==> config.mk <==
export PLATFORM = sky130hd
export DESIGN_NAME = dom
export DESIGN_NICKNAME = d
export VERILOG_FILES = /design/src/rtl/dom.sv
export SDC_FILE = /design/constraint.sdc
export NUM_CORES = 1
export LEC_CHECK = 0
export CAP_MARGIN = 10
export CELL_PAD_IN_SITES_DETAIL_PLACEMENT = 0
export CELL_PAD_IN_SITES_GLOBAL_PLACEMENT = 2
export CORE_MARGIN = 8
export CORE_UTILIZATION = 42
export DETAILED_ROUTE_END_ITERATION = 16
export DONT_BUFFER_PORTS = 1
export GPL_ROUTABILITY_DRIVEN = 0
export PLACE_DENSITY_LB_ADDON = 0.1
export SLEW_MARGIN = 25
export SYNTH_ARGS = -nofsm -noshare
export SYNTH_HDL_FRONTEND = slang
export SYNTH_SLANG_ARGS = --single-unit
==> constraint.sdc <==
create_clock -name iCLK -period 4.05 [get_ports iCLK]
set_input_delay 0.405 -clock iCLK [delete_from_list [all_inputs] [get_ports iCLK]]
set_output_delay 0.405 -clock iCLK [all_outputs]
set_load 0.005 [all_outputs]
==> src/rtl/dom.sv <==
// LED pattern sequencer: prescaled step tick drives five display modes in a fixed cycle.
// Define DOM_ACTIVE_LOW_EN to drive inverted LEDs for active-low boards.
module dom #(
  parameter int DIV   = 25_000_000,
  parameter int STEPS = 16
) (
  input  logic       iCLK,
  input  logic       iRST,
  output logic [7:0] oLED
);
  localparam int CW = (DIV > 1) ? $clog2(DIV) : 1;
  localparam int SW = (STEPS > 1) ? $clog2(STEPS) : 1;
  localparam logic [CW-1:0] CNT_LAST  = CW'(DIV - 1);
  localparam logic [SW-1:0] STEP_LAST = SW'(STEPS - 1);

  typedef enum logic [2:0] {
    RUN_L  = 3'd0,
    RUN_R  = 3'd1,
    BOUNCE = 3'd2,
    COUNT  = 3'd3,
    BLINK  = 3'd4
  } modeT;

  logic [CW-1:0] cnt;
  logic [SW-1:0] step, stepNext;
  modeT          mode, modeNext;
  logic [7:0]    pat, patNext;
  logic [2:0]    pos, posNext;
  logic          up, upNext;
  logic          tick;

  assign tick = (cnt == CNT_LAST);

  always_ff @(posedge iCLK) begin
    if (iRST) begin
      cnt <= '0;
    end else if (tick) begin
      cnt <= '0;
    end else begin
      cnt <= cnt + 1'b1;
    end
  end

  always_ff @(posedge iCLK) begin
    if (iRST) begin
      step <= '0;
      mode <= RUN_L;
      pat  <= 8'h01;
      pos  <= 3'd0;
      up   <= 1'b1;
    end else begin
      step <= stepNext;
      mode <= modeNext;
      pat  <= patNext;
      pos  <= posNext;
      up   <= upNext;
    end
  end

  always_comb begin
    stepNext = step;
    modeNext = mode;
    patNext  = pat;
    posNext  = pos;
    upNext   = up;
    if (tick) begin
      if (mode > BLINK) begin
        // Unreachable encodings recover to the start of the sequence.
        stepNext = '0;
        modeNext = RUN_L;
        patNext  = 8'h01;
        posNext  = 3'd0;
        upNext   = 1'b1;
      end else if (step == STEP_LAST) begin
        stepNext = '0;
        posNext  = 3'd0;
        upNext   = 1'b1;
        case (mode)
          RUN_L:   begin modeNext = RUN_R;  patNext = 8'h80; end
          RUN_R:   begin modeNext = BOUNCE; patNext = 8'h01; end
          BOUNCE:  begin modeNext = COUNT;  patNext = 8'h00; end
          COUNT:   begin modeNext = BLINK;  patNext = 8'hAA; end
          default: begin modeNext = RUN_L;  patNext = 8'h01; end
        endcase
      end else begin
        stepNext = step + 1'b1;
        case (mode)
          RUN_L:  patNext = {pat[6:0], pat[7]};
          RUN_R:  patNext = {pat[0], pat[7:1]};
          BOUNCE: begin
            // Turn around at the ends so the end LEDs are never shown twice in a row.
            if (up) begin
              if (pos == 3'd7) begin
                upNext  = 1'b0;
                posNext = 3'd6;
              end else begin
                posNext = pos + 3'd1;
              end
            end else begin
              if (pos == 3'd0) begin
                upNext  = 1'b1;
                posNext = 3'd1;
              end else begin
                posNext = pos - 3'd1;
              end
            end
            patNext = 8'h01 << posNext;
          end
          COUNT:   patNext = pat + 8'd1;
          default: patNext = ~pat;
        endcase
      end
    end
  end

`ifdef DOM_ACTIVE_LOW_EN
  assign oLED = ~pat;
`else
  assign oLED = pat;
`endif

endmodule

==> commit_impl_results.txt <==
Add synthesis and place-and-route results

* Result of the run: complete, no violations
- The register with the most flip-flops in the layout has 25 of them.
- Post-synthesis share of cell area spent on and-or and or-and gates: 0.1831
* Leak Pwr: 0.9540 nW
- Via count of the first global-routing pass: between 2000 and 2500
* Xor+xnor area frac: 0.08414
* Part of the total power dissipated in combinational logic: 0.016
* Root buffer cell: clkbuf_8
* Fill cells: roughly 660
* Worst stage delay on the critical path: roughly 0.73 ns
- Most numerous cell on the critical path: nor3b_1
- Worst hold margin: 0.1655 ns
* Syn_nets: 340
- Per the layout area report, the combinational fraction of cell area is 0.5936.
- More flip-flops sit in one register than any other, and that register is cnt.
- Looking at the worst setup and hold paths, the clock pins of their registers show a slew of roughly 0.09 ns.
- Per the synthesis report, the adder-cell share of the synthesized area is 0.04161.
- First drt pass iteration count: 4
- Die footprint: 0.009268 mm2
* Final worst slack: 1.578 ns
* Number of buffers added to fix hold violations after cts: 0
* Top cells by area, synth: dfxtp_1, xor2_1, nor2_1, ha_1, nand3_1
- Note that the worst hold path type here is primary input to flip-flop.
* Post-route DRC violation count: 0
* WS Path Type: flip-flop to flip-flop
- The layout report gives the register share of total cell area as 0.3107.
- Most frequent logic cells in the routed design: dfxtp_1, nor2_1, nand3_1
- Critical Path End Type: flip-flop
* Ys cells: approximately 330
- Setup slack after placement: 1.509 ns
- Data-path buffer share of cell area in the final layout: 0.009267
- Top cell category: multi-input combinational cells
* Final Non-Filler Cells: between 300 and 400
- Count of tool warnings: 31
- The area fraction of the largest cell type after synthesis is 0.3255.
## path summary, 6_finish.rpt
path | depth (start not counted) | end | startpoint | slack (ns)
worst max register to register | 5 | oLED[5] | mode[2] | 1.58
worst min register to register | 1 | cnt[0] | cnt[0] | 0.47
worst min-delay path | 1 | mode[2] | iRST | 0.17
worst max-delay path | 5 | oLED[5] | mode[2] | 1.58
## power groups by stage
| stage | registers [W] | clock network (W) | logic [W] |
|---|---|---|---|
| detailed placement | 0.000447 | 0 | 0.0000112 |
| finish | 0.000437 | 0.000335 | 0.0000123 |
| global route | 0.000438 | 0.000364 | 0.0000138 |
| floorplan | 0.000447 | 0 | 0.0000113 |
| global placement | 0.000447 | 0 | 0.0000117 |
| CTS | 0.000437 | 0.000346 | 0.0000114 |
Fig. 1: the metal 3 layer
Bar = 20 um.
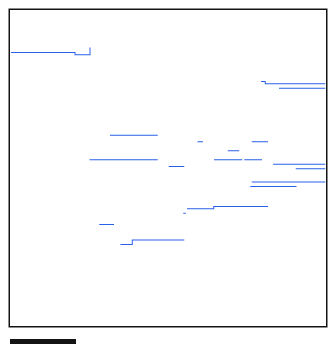
- nets with wire on the layer: 13
- main direction: horizontal
- share of all routed wire: 3.7%
- wire length on this layer: 232 um

Fig. 2: a small window of the routed layout
Window x 28 to 68, y 9 to 49 um. Cells in gray, sequential cells in the stronger gray; small squares are vias.
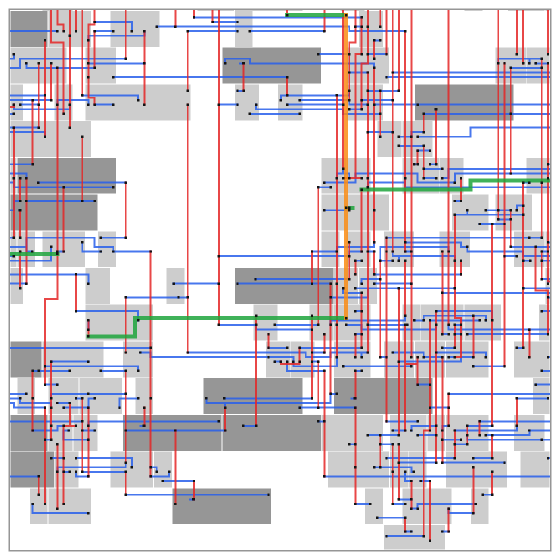
- blue: metal 1
- orange: metal 4
- red: metal 2
- green: metal 3
- cells with their middle in the window: 88
- most frequent: dfxtp_1 (10), nor2_1 (9), nand3_1 (7)
- netlist names of flops here include: cnt (4), pos (3)
- sequential cells in the window: 10

Fig. 3: metal layers overlaid
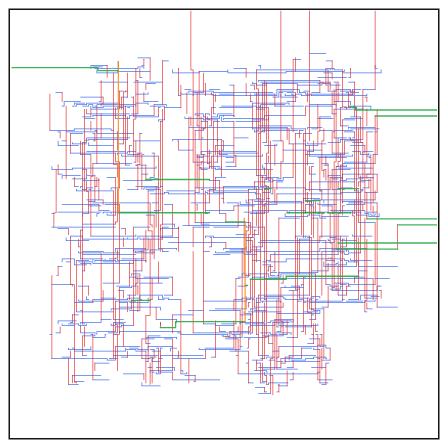
- red: metal 2 (wire length 3020 um)
- blue: metal 1 (wire length 3030 um)
- green: metal 3 (wire length 232 um)
- orange: metal 4 (wire length 56.4 um)
Total Routed Length: 6345 um
wire length per cell: 16.02 um
detailed-route via count: 2264
Overall Global Routing Usage: 0.1436

Fig. 4: clock network drawn from the DEF
Bar = 20 um.
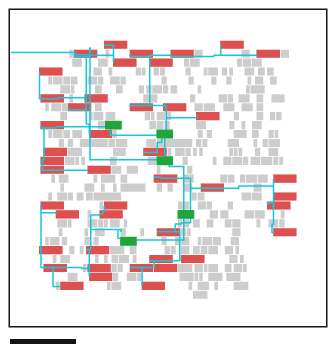
- green: clock drivers (count 5)
- cyan: clock wires (length 606 um)
- red: flip-flops (count 44)
- routed clock nets: 6
clk_skew: 0.007435 ns
clock network fraction of design power: 0.427
clock insertion delay at the later pin of the skew report: 0.30 ns

No activity file was given, so power comes from the tool's default toggle rates.
